### src/rtl/apb_requester_if.sv
// Bundle of request/response channel and peripheral bus signals for apb_requester.
// master = requester side, slave = core + peripheral side.
interface apb_requester_if #(
  parameter int ADDR_WIDTH = 32,
  parameter int DATA_WIDTH = 32
);
  logic                  req_valid;
  logic                  req_ready;
  logic [ADDR_WIDTH-1:0] req_addr;
  logic [DATA_WIDTH-1:0] req_wdata;
  logic [3:0]            req_wstb;
  logic                  req_write;
  logic                  rsp_valid;
  logic                  rsp_ready;
  logic [DATA_WIDTH-1:0] rsp_rdata;
  logic                  rsp_err;
  logic [ADDR_WIDTH-1:0] paddr;
  logic [DATA_WIDTH-1:0] pdata;
  logic [DATA_WIDTH-1:0] prdata;
  logic                  psel;
  logic                  penable;
  logic                  pwrite;
  logic [3:0]            pstb;
  logic                  ready;
  logic                  perr;

  modport master (
    input  req_valid, req_addr, req_wdata, req_wstb, req_write, rsp_ready, prdata, ready, perr,
    output req_ready, rsp_valid, rsp_rdata, rsp_err, paddr, pdata, psel, penable, pwrite, pstb
  );

  modport slave (
    output req_valid, req_addr, req_wdata, req_wstb, req_write, rsp_ready, prdata, ready, perr,
    input  req_ready, rsp_valid, rsp_rdata, rsp_err, paddr, pdata, psel, penable, pwrite, pstb
  );
endinterface

### src/rtl/apb_requester.sv
// Peripheral bus initiator: one request at a time, SETUP/ACCESS sequencing,
// response return and a watchdog that aborts accesses that never complete.
module apb_requester #(
  parameter int ADDR_WIDTH = 32,
  parameter int DATA_WIDTH = 32,
  parameter int TIMEOUT    = 255
) (
  input  logic pclk,
  input  logic presetn,
  apb_requester_if.master bus
);

  typedef enum logic [1:0] {
    IDLE   = 2'd0,
    SETUP  = 2'd1,
    ACCESS = 2'd2,
    RESP   = 2'd3
  } state_t;

  // Counter only has to reach TIMEOUT-1; it saturates so it can never wrap.
  localparam int               CNT_W    = (TIMEOUT > 1) ? $clog2(TIMEOUT + 1) : 1;
  localparam logic [CNT_W-1:0] CNT_LAST = CNT_W'(TIMEOUT - 1);
  localparam logic [CNT_W-1:0] CNT_MAX  = {CNT_W{1'b1}};
  localparam bit               WDOG_EN  = (TIMEOUT != 0);

  state_t           state_r;
  logic [CNT_W-1:0] cnt_r;

  // Transaction sequencer; every output is a register updated here.
  always_ff @(posedge pclk or negedge presetn) begin
    if (!presetn) begin
      state_r       <= IDLE;
      cnt_r         <= {CNT_W{1'b0}};
      bus.req_ready <= 1'b0;
      bus.rsp_valid <= 1'b0;
      bus.rsp_err   <= 1'b0;
      bus.rsp_rdata <= {DATA_WIDTH{1'b0}};
      bus.psel      <= 1'b0;
      bus.penable   <= 1'b0;
      bus.pwrite    <= 1'b0;
      bus.paddr     <= {ADDR_WIDTH{1'b0}};
      bus.pdata     <= {DATA_WIDTH{1'b0}};
      bus.pstb      <= 4'b0000;
    end else begin
      case (state_r)
        IDLE: begin
          if (bus.req_valid && bus.req_ready) begin
            bus.paddr     <= bus.req_addr;
            bus.pdata     <= bus.req_wdata;
            bus.pstb      <= bus.req_wstb;
            bus.pwrite    <= bus.req_write;
            bus.psel      <= 1'b1;
            bus.penable   <= 1'b0;
            bus.req_ready <= 1'b0;
            state_r       <= SETUP;
          end else begin
            bus.req_ready <= 1'b1;
          end
        end
        SETUP: begin
          bus.penable <= 1'b1;
          cnt_r       <= {CNT_W{1'b0}};
          state_r     <= ACCESS;
        end
        ACCESS: begin
          // A completion on the watchdog's last cycle still counts as normal.
          if (bus.ready) begin
            bus.psel      <= 1'b0;
            bus.penable   <= 1'b0;
            bus.rsp_err   <= bus.perr;
            bus.rsp_rdata <= bus.pwrite ? {DATA_WIDTH{1'b0}} : bus.prdata;
            bus.rsp_valid <= 1'b1;
            state_r       <= RESP;
          end else if (WDOG_EN && (cnt_r == CNT_LAST)) begin
            bus.psel      <= 1'b0;
            bus.penable   <= 1'b0;
            bus.rsp_err   <= 1'b1;
            bus.rsp_rdata <= {DATA_WIDTH{1'b0}};
            bus.rsp_valid <= 1'b1;
            state_r       <= RESP;
          end else if (cnt_r != CNT_MAX) begin
            cnt_r <= cnt_r + CNT_W'(1);
          end else begin
            cnt_r <= cnt_r;
          end
        end
        RESP: begin
          if (bus.rsp_ready) begin
            bus.rsp_valid <= 1'b0;
            bus.req_ready <= 1'b1;
            state_r       <= IDLE;
          end else begin
            bus.rsp_valid <= 1'b1;
          end
        end
        default: begin
          state_r <= IDLE;
        end
      endcase
    end
  end

endmodule

### src/flat_wrapper.sv
// flat-port wrapper written by rule: the top's interface ports become plain ports
module apb_requester_flat 
#(
  parameter int ADDR_WIDTH = 32,
  parameter int DATA_WIDTH = 32,
  parameter int TIMEOUT    = 255
)
  (pclk, presetn, bus_req_valid, bus_req_addr, bus_req_wdata, bus_req_wstb, bus_req_write, bus_rsp_ready, bus_prdata, bus_ready, bus_perr, bus_req_ready, bus_rsp_valid, bus_rsp_rdata, bus_rsp_err, bus_paddr, bus_pdata, bus_psel, bus_penable, bus_pwrite, bus_pstb);
  apb_requester_if #(.ADDR_WIDTH(ADDR_WIDTH), .DATA_WIDTH(DATA_WIDTH)) bus_i ();
  input  logic pclk;
  input  logic presetn;
  input wire logic [$bits(bus_i.req_valid)-1:0] bus_req_valid;
  input wire logic [$bits(bus_i.req_addr)-1:0] bus_req_addr;
  input wire logic [$bits(bus_i.req_wdata)-1:0] bus_req_wdata;
  input wire logic [$bits(bus_i.req_wstb)-1:0] bus_req_wstb;
  input wire logic [$bits(bus_i.req_write)-1:0] bus_req_write;
  input wire logic [$bits(bus_i.rsp_ready)-1:0] bus_rsp_ready;
  input wire logic [$bits(bus_i.prdata)-1:0] bus_prdata;
  input wire logic [$bits(bus_i.ready)-1:0] bus_ready;
  input wire logic [$bits(bus_i.perr)-1:0] bus_perr;
  output wire logic [$bits(bus_i.req_ready)-1:0] bus_req_ready;
  output wire logic [$bits(bus_i.rsp_valid)-1:0] bus_rsp_valid;
  output wire logic [$bits(bus_i.rsp_rdata)-1:0] bus_rsp_rdata;
  output wire logic [$bits(bus_i.rsp_err)-1:0] bus_rsp_err;
  output wire logic [$bits(bus_i.paddr)-1:0] bus_paddr;
  output wire logic [$bits(bus_i.pdata)-1:0] bus_pdata;
  output wire logic [$bits(bus_i.psel)-1:0] bus_psel;
  output wire logic [$bits(bus_i.penable)-1:0] bus_penable;
  output wire logic [$bits(bus_i.pwrite)-1:0] bus_pwrite;
  output wire logic [$bits(bus_i.pstb)-1:0] bus_pstb;
  assign bus_i.req_valid = bus_req_valid;
  assign bus_i.req_addr = bus_req_addr;
  assign bus_i.req_wdata = bus_req_wdata;
  assign bus_i.req_wstb = bus_req_wstb;
  assign bus_i.req_write = bus_req_write;
  assign bus_i.rsp_ready = bus_rsp_ready;
  assign bus_i.prdata = bus_prdata;
  assign bus_i.ready = bus_ready;
  assign bus_i.perr = bus_perr;
  assign bus_req_ready = bus_i.req_ready;
  assign bus_rsp_valid = bus_i.rsp_valid;
  assign bus_rsp_rdata = bus_i.rsp_rdata;
  assign bus_rsp_err = bus_i.rsp_err;
  assign bus_paddr = bus_i.paddr;
  assign bus_pdata = bus_i.pdata;
  assign bus_psel = bus_i.psel;
  assign bus_penable = bus_i.penable;
  assign bus_pwrite = bus_i.pwrite;
  assign bus_pstb = bus_i.pstb;
  apb_requester #(.ADDR_WIDTH(ADDR_WIDTH), .DATA_WIDTH(DATA_WIDTH), .TIMEOUT(TIMEOUT)) u_core (.pclk(pclk), .presetn(presetn), .bus(bus_i));
endmodule
### config.mk
export PLATFORM = sky130hd
export DESIGN_NAME = apb_requester_flat
export DESIGN_NICKNAME = d
export VERILOG_FILES = /design/src/rtl/apb_requester_if.sv /design/src/rtl/apb_requester.sv /design/src/flat_wrapper.sv
export SDC_FILE = /design/constraint.sdc
export NUM_CORES = 1
export LEC_CHECK = 0
export ABC_AREA = 0
export CAP_MARGIN = 20
export CORE_MARGIN = 2
export CORE_UTILIZATION = 30
export DETAILED_ROUTE_END_ITERATION = 8
export PLACE_DENSITY = 0.64
export SYNTH_ARGS = -nofsm -noshare
export SYNTH_HDL_FRONTEND = slang
export SYNTH_SLANG_ARGS = --single-unit
### constraint.sdc
create_clock -name pclk -period 1.8 [get_ports pclk]
set_input_delay 0.36 -clock pclk [delete_from_list [all_inputs] [get_ports pclk]]
set_output_delay 0.36 -clock pclk [all_outputs]
set_load 0.005 [all_outputs]
**Congestion heat map**

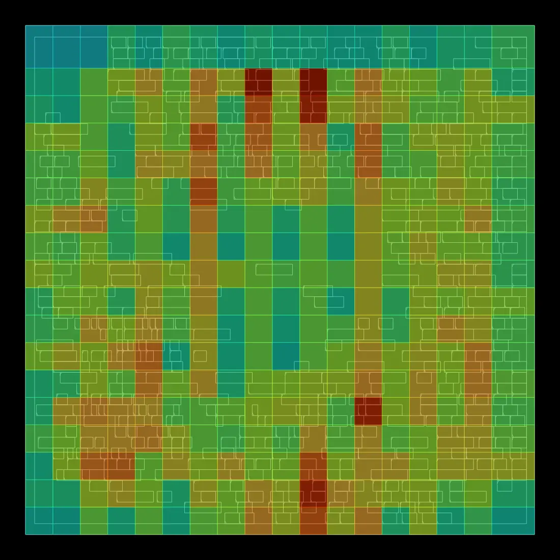
layer with the highest usage: met2
GR Util All Layers: 15.0%

**Metal 4**

Drawn at 4 px/um. Supply wires on this layer in grey.
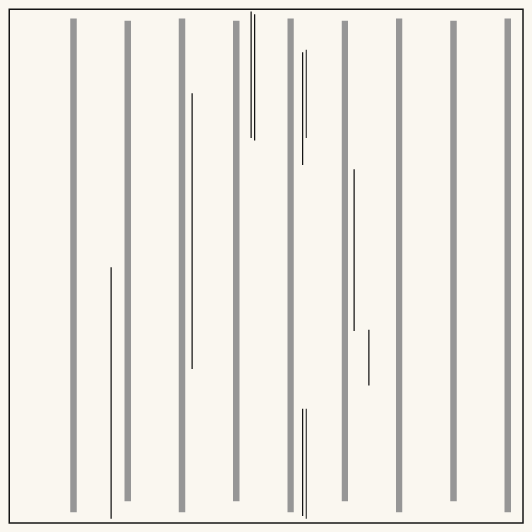
nets with wire on the layer: 8
share of all routed wire: 2.9%
main direction: vertical
final WL: 12.1 mm
Vias: 3,464

==> impl_metrics.tcl <==
# collected from the flow reports
set metrics [dict create \
    status "complete, no violations" \
    buffers 229 \
    worst-path-buf-inv 1 \
    max_freq_mhz 583 \
    dominant_cells "sequential cells" \
    p_seq_share_pct 33.4 \
    r2r_end "u_core.cnt_r[7]$_DFFE_PN0P_" \
    synth-edff-count 0 \
    ys_warn_count 0 \
    grt_overflow_total 0 \
    end_kind "output pin" \
    tns_ns 0 \
    clock_path_buffers 2 \
    max-slew-margin-rel_pct 78.4 \
    power_uw 13600 \
    die_x_um 128 \
    buf_share_pct 29.9 \
    syn_inst 309 \
    drive_gt1_share_pct 20.9 \
    wl_per_cell_um 16.2 \
    p_leak_uw 0.00335 \
    critical_path.max_stage_delay_ns 0.53 \
    swShare_pct 26.5 \
    die_area_sq_um 16400 \
    postSynthAreaPerCell_sq_um 14.9 \
    cts.sinks 116 \
    dp_slack_ns 0.0627 \
    clock_insertion_delay_worst_skew_ns 0.41 \
    vdd_drop_max_mv 0.611 \
    portBuffers 212 \
    boundaryPins 213 \
    num_rows 45 \
    compound_area_share_pct 10.8 \
    syn2layout_area_growth_pct 68.3 \
    r2r_cells 6 \
    largest_area_cell "dfrtp_1" \
    startpoint_type "register" \
    ys_async_sr_fraction_pct 100 \
    mux_area_share_pct 17.7 \
    cp_max_fo 5 \
    grt_max_degree 54 \
    yosys-stat-area_sq_um 4620 \
    top_logic_kind "multiplexers" \
    logic_area_sq_um 1620 \
    reg2reg_from "u_core.cnt_r[0]$_DFFE_PN0P_" \
    grt_pass1_vias 3619 \
    post-route-cell-area_sq_um 7770 \
    p_clk_uw 3760 \
    max-cap-violations 0 \
    regArea_sq_um 2900 \
    grt_util_met2_pct 24.3 \
    ctsResizeCount 1 \
    cts_tree "built" \
    finalCritPeriodShare_pct 95.4 \
    arrival_ns 1.36 \
    clkbuf_count 20 \
    clk_transition_reported_paths_ns 0.05 \
    required_ns 1.44 \
    fin_util_pct 51.3 \
    ff2ff_setup_slack_ns 0.15 \
    synthSimpleGateAreaFrac_pct 4.34 \
    met1_length_mm 5.10 \
    setup.worst_path.class "reg -> out" \
    hold_ws_ns 0.388 \
    p_int_uw 10000 \
    fa_ha_area_share_pct 1.90 \
    clkCellAreaFrac_pct 8.58 \
    sh_seq_area_pct 37.4 \
    cts_made_buffers 17 \
    ys.flops 116 \
    routed.top_layer "met4" \
    crit_cells 1 \
    cts_setup_buffers 0 \
    synth.top_cell.area_share_pct 62.9 \
    final_cell_mix "clkdlybuf4s50_1, dfrtp_1, mux2_2" \
    grt_pass1_wl_mm 19.0 \
    cp_cell_sequence "clkdlybuf4s50_1" \
    diodes 0 \
    hpwl_mm 8.78 \
    hp-class "in -> async" \
    comb-power_uw 5320 \
    placed_area_sq_um 7090 \
    setup.worst_path.end "bus_req_ready" \
    rsz0062_at_grt "false" \
    setup_viol 0 \
    use_met1_pct 18.1 \
    flop_cell "dfrtp_1" \
    wl_met3_um 794 \
    drtAntennaViolNets 0 \
    n_fill_cell 1313 \
    p_per_area_nw_per_um2 1750 \
    wl_met2_mm 5.83 \
    top_cells_by_count "dfrtp_1, mux2_2, a22o_1, mux2_1, buf_2" \
    comb_power_share_pct 39.0 \
    drtIter0Drc 110 \
    synth-xor-area-share_pct 0 \
    seq_cell_power_uw 4550 \
    reg_top3 "u_core.bus.paddr (32), u_core.bus.pdata (32), u_core.bus.rsp_rdata (32)" \
    drc 0 \
    p_switching_uw 3610 \
    taps 188 \
    topCellsByArea "dfrtp_1, mux2_2, a22o_1" \
]
**Gate-type map**

Drawn at 4 px/um.
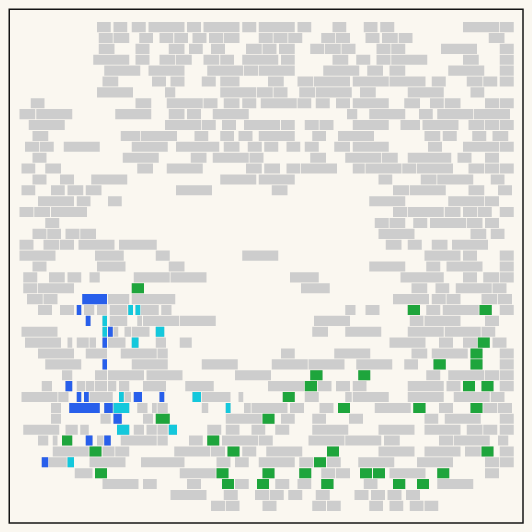
[non-inverting ao/oa cells] green | cells: 37
[nand cells] blue | cells: 17 | where: lower left
[nor cells] cyan | cells: 13 | where: lower left
most frequent logic cell in the layout: clkdlybuf4s50_1
combinational share of cell area: 20.8%
Non-Filler Instances: 744

**Zoomed window**

Window x 49 to 79, y 23 to 53 um. Cells in grey, sequential cells in the stronger grey; small squares are vias.
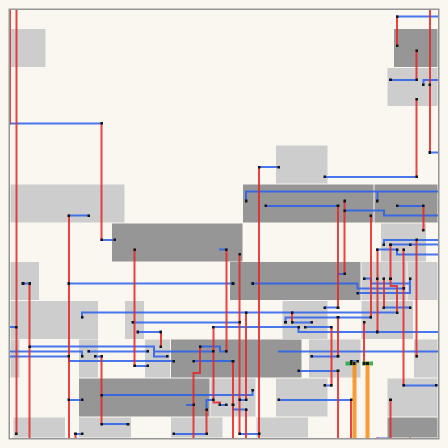
[M2] red
[M4] orange
[M1] blue
[M3] green
sequential cells in the window: 5
cells with their middle in the window: 25
netlist names of flops here include: u_core.bus.rsp_rdata (4), u_core.bus.rsp_err (1)
most frequent: clkdlybuf4s50_1 (10), dfrtp_1 (5), a22o_1 (4)

